[config.mk]
export PLATFORM = sky130hd
export DESIGN_NAME = mem_port_arbiter
export DESIGN_NICKNAME = d
export VERILOG_FILES = /design/src/rtl/mem_arb_pkg.sv /design/src/rtl/arb_priority_select.sv /design/src/rtl/mem_port_arbiter.sv
export SDC_FILE = /design/constraint.sdc
export NUM_CORES = 1
export LEC_CHECK = 0
export CORE_MARGIN = 2
export CORE_UTILIZATION = 40
export CTS_CLUSTER_DIAMETER = 50
export CTS_CLUSTER_SIZE = 30
export DETAILED_ROUTE_END_ITERATION = 10
export PLACE_DENSITY = 0.94
export SLEW_MARGIN = 20
export SYNTH_ARGS = -nofsm -noshare
export SYNTH_HDL_FRONTEND = slang
export SYNTH_SLANG_ARGS = --single-unit
[constraint.sdc]
create_clock -name clock -period 4.29 [get_ports clock]
set_input_delay 0.6435 -clock clock [delete_from_list [all_inputs] [get_ports clock]]
set_output_delay 0.6435 -clock clock [all_outputs]
set_load 0.005 [all_outputs]
[src/rtl/mem_arb_pkg.sv]
// Shared encodings for the fetch/data memory-port arbiter: FSM states,
// owner codes, rw polarity and the streak counter width.
package mem_arb_pkg;

    typedef enum logic [1:0] {
        ST_IDLE   = 2'd0,
        ST_BUSY_F = 2'd1,
        ST_BUSY_D = 2'd2
    } arb_state_t;

    localparam logic [1:0] OWN_NONE  = 2'b00;
    localparam logic [1:0] OWN_FETCH = 2'b01;
    localparam logic [1:0] OWN_DATA  = 2'b10;

    localparam logic RW_READ  = 1'b1;
    localparam logic RW_WRITE = 1'b0;

    localparam logic [31:0] WORD_SIZE = 32'd4;

    localparam int STREAK_W = 4;

    // The owner code is purely a function of which busy state we are in.
    function automatic logic [1:0] owner_of(input arb_state_t st);
        logic [1:0] own;
        own = OWN_NONE;
        case (st)
            ST_BUSY_F: own = OWN_FETCH;
            ST_BUSY_D: own = OWN_DATA;
            default:   own = OWN_NONE;
        endcase
        return own;
    endfunction

endpackage

[src/rtl/arb_priority_select.sv]
// Combinational grant pick between fetch and data, with the data-streak
// counter update that bounds how long fetch can be starved.
module arb_priority_select
    import mem_arb_pkg::*;
#(
    parameter int MAX_DATA_STREAK = 4
) (
    input  logic                f_req,
    input  logic                d_req,
    input  logic [STREAK_W-1:0] streak,
    output logic                grant_f,
    output logic                grant_d,
    output logic [STREAK_W-1:0] streak_next
);

    localparam logic [STREAK_W-1:0] STREAK_MAX = STREAK_W'(MAX_DATA_STREAK);
    localparam logic [STREAK_W-1:0] STREAK_ONE = STREAK_W'(1);

    logic streak_full;

    assign streak_full = (streak >= STREAK_MAX);

    always_comb begin
        // Data wins unless fetch is waiting and data already used its streak.
        grant_d     = d_req & (~f_req | ~streak_full);
        grant_f     = f_req & ~grant_d;
        streak_next = streak;
        if (grant_f) begin
            streak_next = '0;
        end else if (grant_d) begin
            if (!f_req) begin
                streak_next = '0;
            end else begin
                // grant_d with f_req set implies streak < max, so no overflow.
                streak_next = streak + STREAK_ONE;
            end
        end
    end

endmodule

[src/rtl/mem_port_arbiter.sv]
// Single memory port shared by fetch and the load/store stage: grants one
// requester, holds the latched access until mem_ack, then pulses its done.
module mem_port_arbiter
    import mem_arb_pkg::*;
#(
    parameter int MAX_DATA_STREAK = 4,
    parameter int ADDR_W          = 32
) (
    input  logic              clock,
    input  logic              reset,
    input  logic              f_req,
    input  logic [ADDR_W-1:0] f_addr,
    input  logic [31:0]       f_access_size,
    output logic              f_stall,
    output logic              f_done,
    input  logic              d_req,
    input  logic              d_rw,
    input  logic [ADDR_W-1:0] d_addr,
    input  logic [31:0]       d_access_size,
    output logic              d_stall,
    output logic              d_done,
    output logic              mem_req,
    output logic [ADDR_W-1:0] mem_addr,
    output logic              mem_rw,
    output logic [31:0]       mem_access_size,
    input  logic              mem_ack,
    output logic [1:0]        owner
);

    arb_state_t          state_q, state_d;
    logic                mem_req_q, mem_req_d;
    logic [ADDR_W-1:0]   mem_addr_q, mem_addr_d;
    logic                mem_rw_q, mem_rw_d;
    logic [31:0]         mem_size_q, mem_size_d;
    logic [1:0]          owner_q, owner_d;
    logic                f_done_q, f_done_d;
    logic                d_done_q, d_done_d;
    logic [STREAK_W-1:0] streak_q, streak_d;

    logic                grant_f;
    logic                grant_d;
    logic [STREAK_W-1:0] streak_next;

    arb_priority_select #(
        .MAX_DATA_STREAK (MAX_DATA_STREAK)
    ) u_select (
        .f_req       (f_req),
        .d_req       (d_req),
        .streak      (streak_q),
        .grant_f     (grant_f),
        .grant_d     (grant_d),
        .streak_next (streak_next)
    );

    always_comb begin
        state_d    = state_q;
        mem_req_d  = mem_req_q;
        mem_addr_d = mem_addr_q;
        mem_rw_d   = mem_rw_q;
        mem_size_d = mem_size_q;
        streak_d   = streak_q;
        f_done_d   = 1'b0;
        d_done_d   = 1'b0;

        case (state_q)
            ST_IDLE: begin
                // Arbitration only happens here; mem_ack while idle is ignored.
                streak_d = streak_next;
                if (grant_d) begin
                    state_d    = ST_BUSY_D;
                    mem_req_d  = 1'b1;
                    mem_addr_d = d_addr;
                    mem_rw_d   = d_rw;
                    mem_size_d = d_access_size;
                end else if (grant_f) begin
                    state_d    = ST_BUSY_F;
                    mem_req_d  = 1'b1;
                    mem_addr_d = f_addr;
                    mem_rw_d   = RW_READ;
                    mem_size_d = f_access_size;
                end
            end
            ST_BUSY_F, ST_BUSY_D: begin
                if (mem_ack) begin
                    state_d   = ST_IDLE;
                    mem_req_d = 1'b0;
                    f_done_d  = (state_q == ST_BUSY_F);
                    d_done_d  = (state_q == ST_BUSY_D);
                end
            end
            default: begin
                state_d   = ST_IDLE;
                mem_req_d = 1'b0;
            end
        endcase

        owner_d = owner_of(state_d);
    end

    always_ff @(posedge clock) begin
        if (reset) begin
            state_q    <= ST_IDLE;
            mem_req_q  <= 1'b0;
            mem_addr_q <= '0;
            mem_rw_q   <= RW_READ;
            mem_size_q <= '0;
            owner_q    <= OWN_NONE;
            f_done_q   <= 1'b0;
            d_done_q   <= 1'b0;
            streak_q   <= '0;
        end else begin
            state_q    <= state_d;
            mem_req_q  <= mem_req_d;
            mem_addr_q <= mem_addr_d;
            mem_rw_q   <= mem_rw_d;
            mem_size_q <= mem_size_d;
            owner_q    <= owner_d;
            f_done_q   <= f_done_d;
            d_done_q   <= d_done_d;
            streak_q   <= streak_d;
        end
    end

    // Stall drops in the done cycle so the requester advances exactly once.
    assign f_stall         = f_req & ~f_done_q;
    assign d_stall         = d_req & ~d_done_q;
    assign f_done          = f_done_q;
    assign d_done          = d_done_q;
    assign mem_req         = mem_req_q;
    assign mem_addr        = mem_addr_q;
    assign mem_rw          = mem_rw_q;
    assign mem_access_size = mem_size_q;
    assign owner           = owner_q;

endmodule

Figure 1. The clock network.
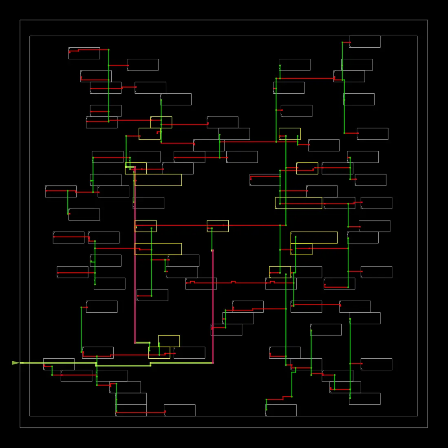
clock insertion delay at the later pin of the skew report: 330 ps
flop count: 76
clock sink count: 76
TritonCTS Buffers: 9

Figure 2. Selected gate families.
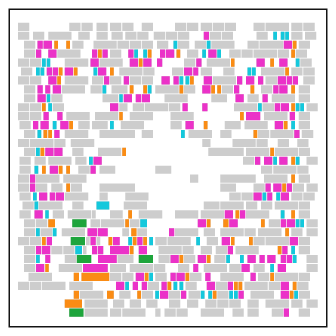
| color | family | cells | where |
|---|---|---|---|
| magenta | inverting AOI/OAI gates | 140 | spread over the die |
| orange | NOR gates | 79 | spread over the die |
| cyan | NAND gates | 69 | spread over the die |
| green | adder and majority cells | 5 | lower left |

Figure 3. Cell classes on the final placement.
The bar under the picture is 20 µm long. Fill, decap, tap and diode cells in gray.
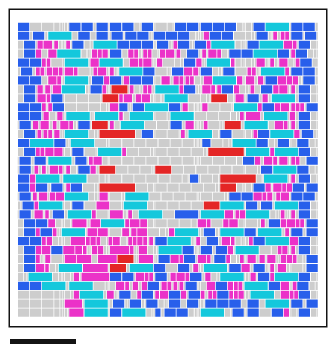
| color | class | cells | share of their area |
|---|---|---|---|
| blue | other buffers and delay cells | 209 | 38% |
| cyan | flip-flops | 76 | 27% |
| magenta | all other logic | 305 | 30% |
| red | clock drivers and dummy loads | 15 | 4.9% |

==> qor.csv <==
stage;metric;value;unit
worst_setup_path;critical_path.startpoint_type;input port;
placed_design;io_buffer_count;205;
routing;dr_total_vias;3724;
worst_setup_path;cp_num_buf_inv;2;
synthesis;synth-simple-area-share;19.0;%
worst_setup_path;critPathTopFamily;buffers and inverters;
timing;tns;0;ps
routing;drtIter0Drc;149;
synthesis;async_flop_share;0;%
worst_setup_path;cp_num_cells;6;
timing;final-setup-viol-count;0;
power;pg_comb;563;µW
global_route;grt_pass1_wl;16.6;mm
worst_hold_path;min_from;mem_req;
routing;wl_met1;4.27;mm
timing;relSlewSlack;40.3;%
layout;areaGrowthSynthToFinish;67.1;%
power;p_comb_share;26.6;%
synthesis;ys_types;32;
placed_design;dp_hpwl;7.94;mm
power;power;2.12;mW
worst_setup_path;cp_slowest_stage_delay;680;ps
worst_hold_path;hp-class;flop to flop;
worst_setup_path;slowest_stage;and2_2;
worst_setup_path;r2r_slack;1880;ps
global_route;met1_usage;25.4;%
clock_tree;cts_hold_buffers;0;
routing;drc;0;
synthesis;aoi_share;27.0;%
outcome;status;completed;
synthesis;ff_type;dfxtp_1;
layout;clock_area_share;4.77;%
layout;postLayoutCellArea;0.00569;mm²
synthesis;top_logic_kind;AND-OR/OR-AND gates;
global_route;grtUsageMet3;7.28;%
routing;routed_wl;11.0;mm
synthesis;common_cells;dfxtp_1, nor2_1, nand2_1, a21oi_1, a211oi_1;
routing;via_per_inst;5.25;
synthesis;top_area_cell;dfxtp_1;
clock_tree;cts_htree_levels;3;
synthesis;ys.flops;76;
routing;postRouteAntennaNets;0;
synthesis;yosys_warnings;0;
clock_tree;clkTransAtPathRegs;70;ps
global_route;met2_usage;40.4;%
worst_setup_path;worstPathRequired;4520;ps
layout;largestClassByArea;non-clock buffers;
timing;fin_hold_ws;478;ps
layout;diodes;0;
layout;seq_share;26.7;%
timing;drv_slew;0;
Power and IR drop assume default switching activity.
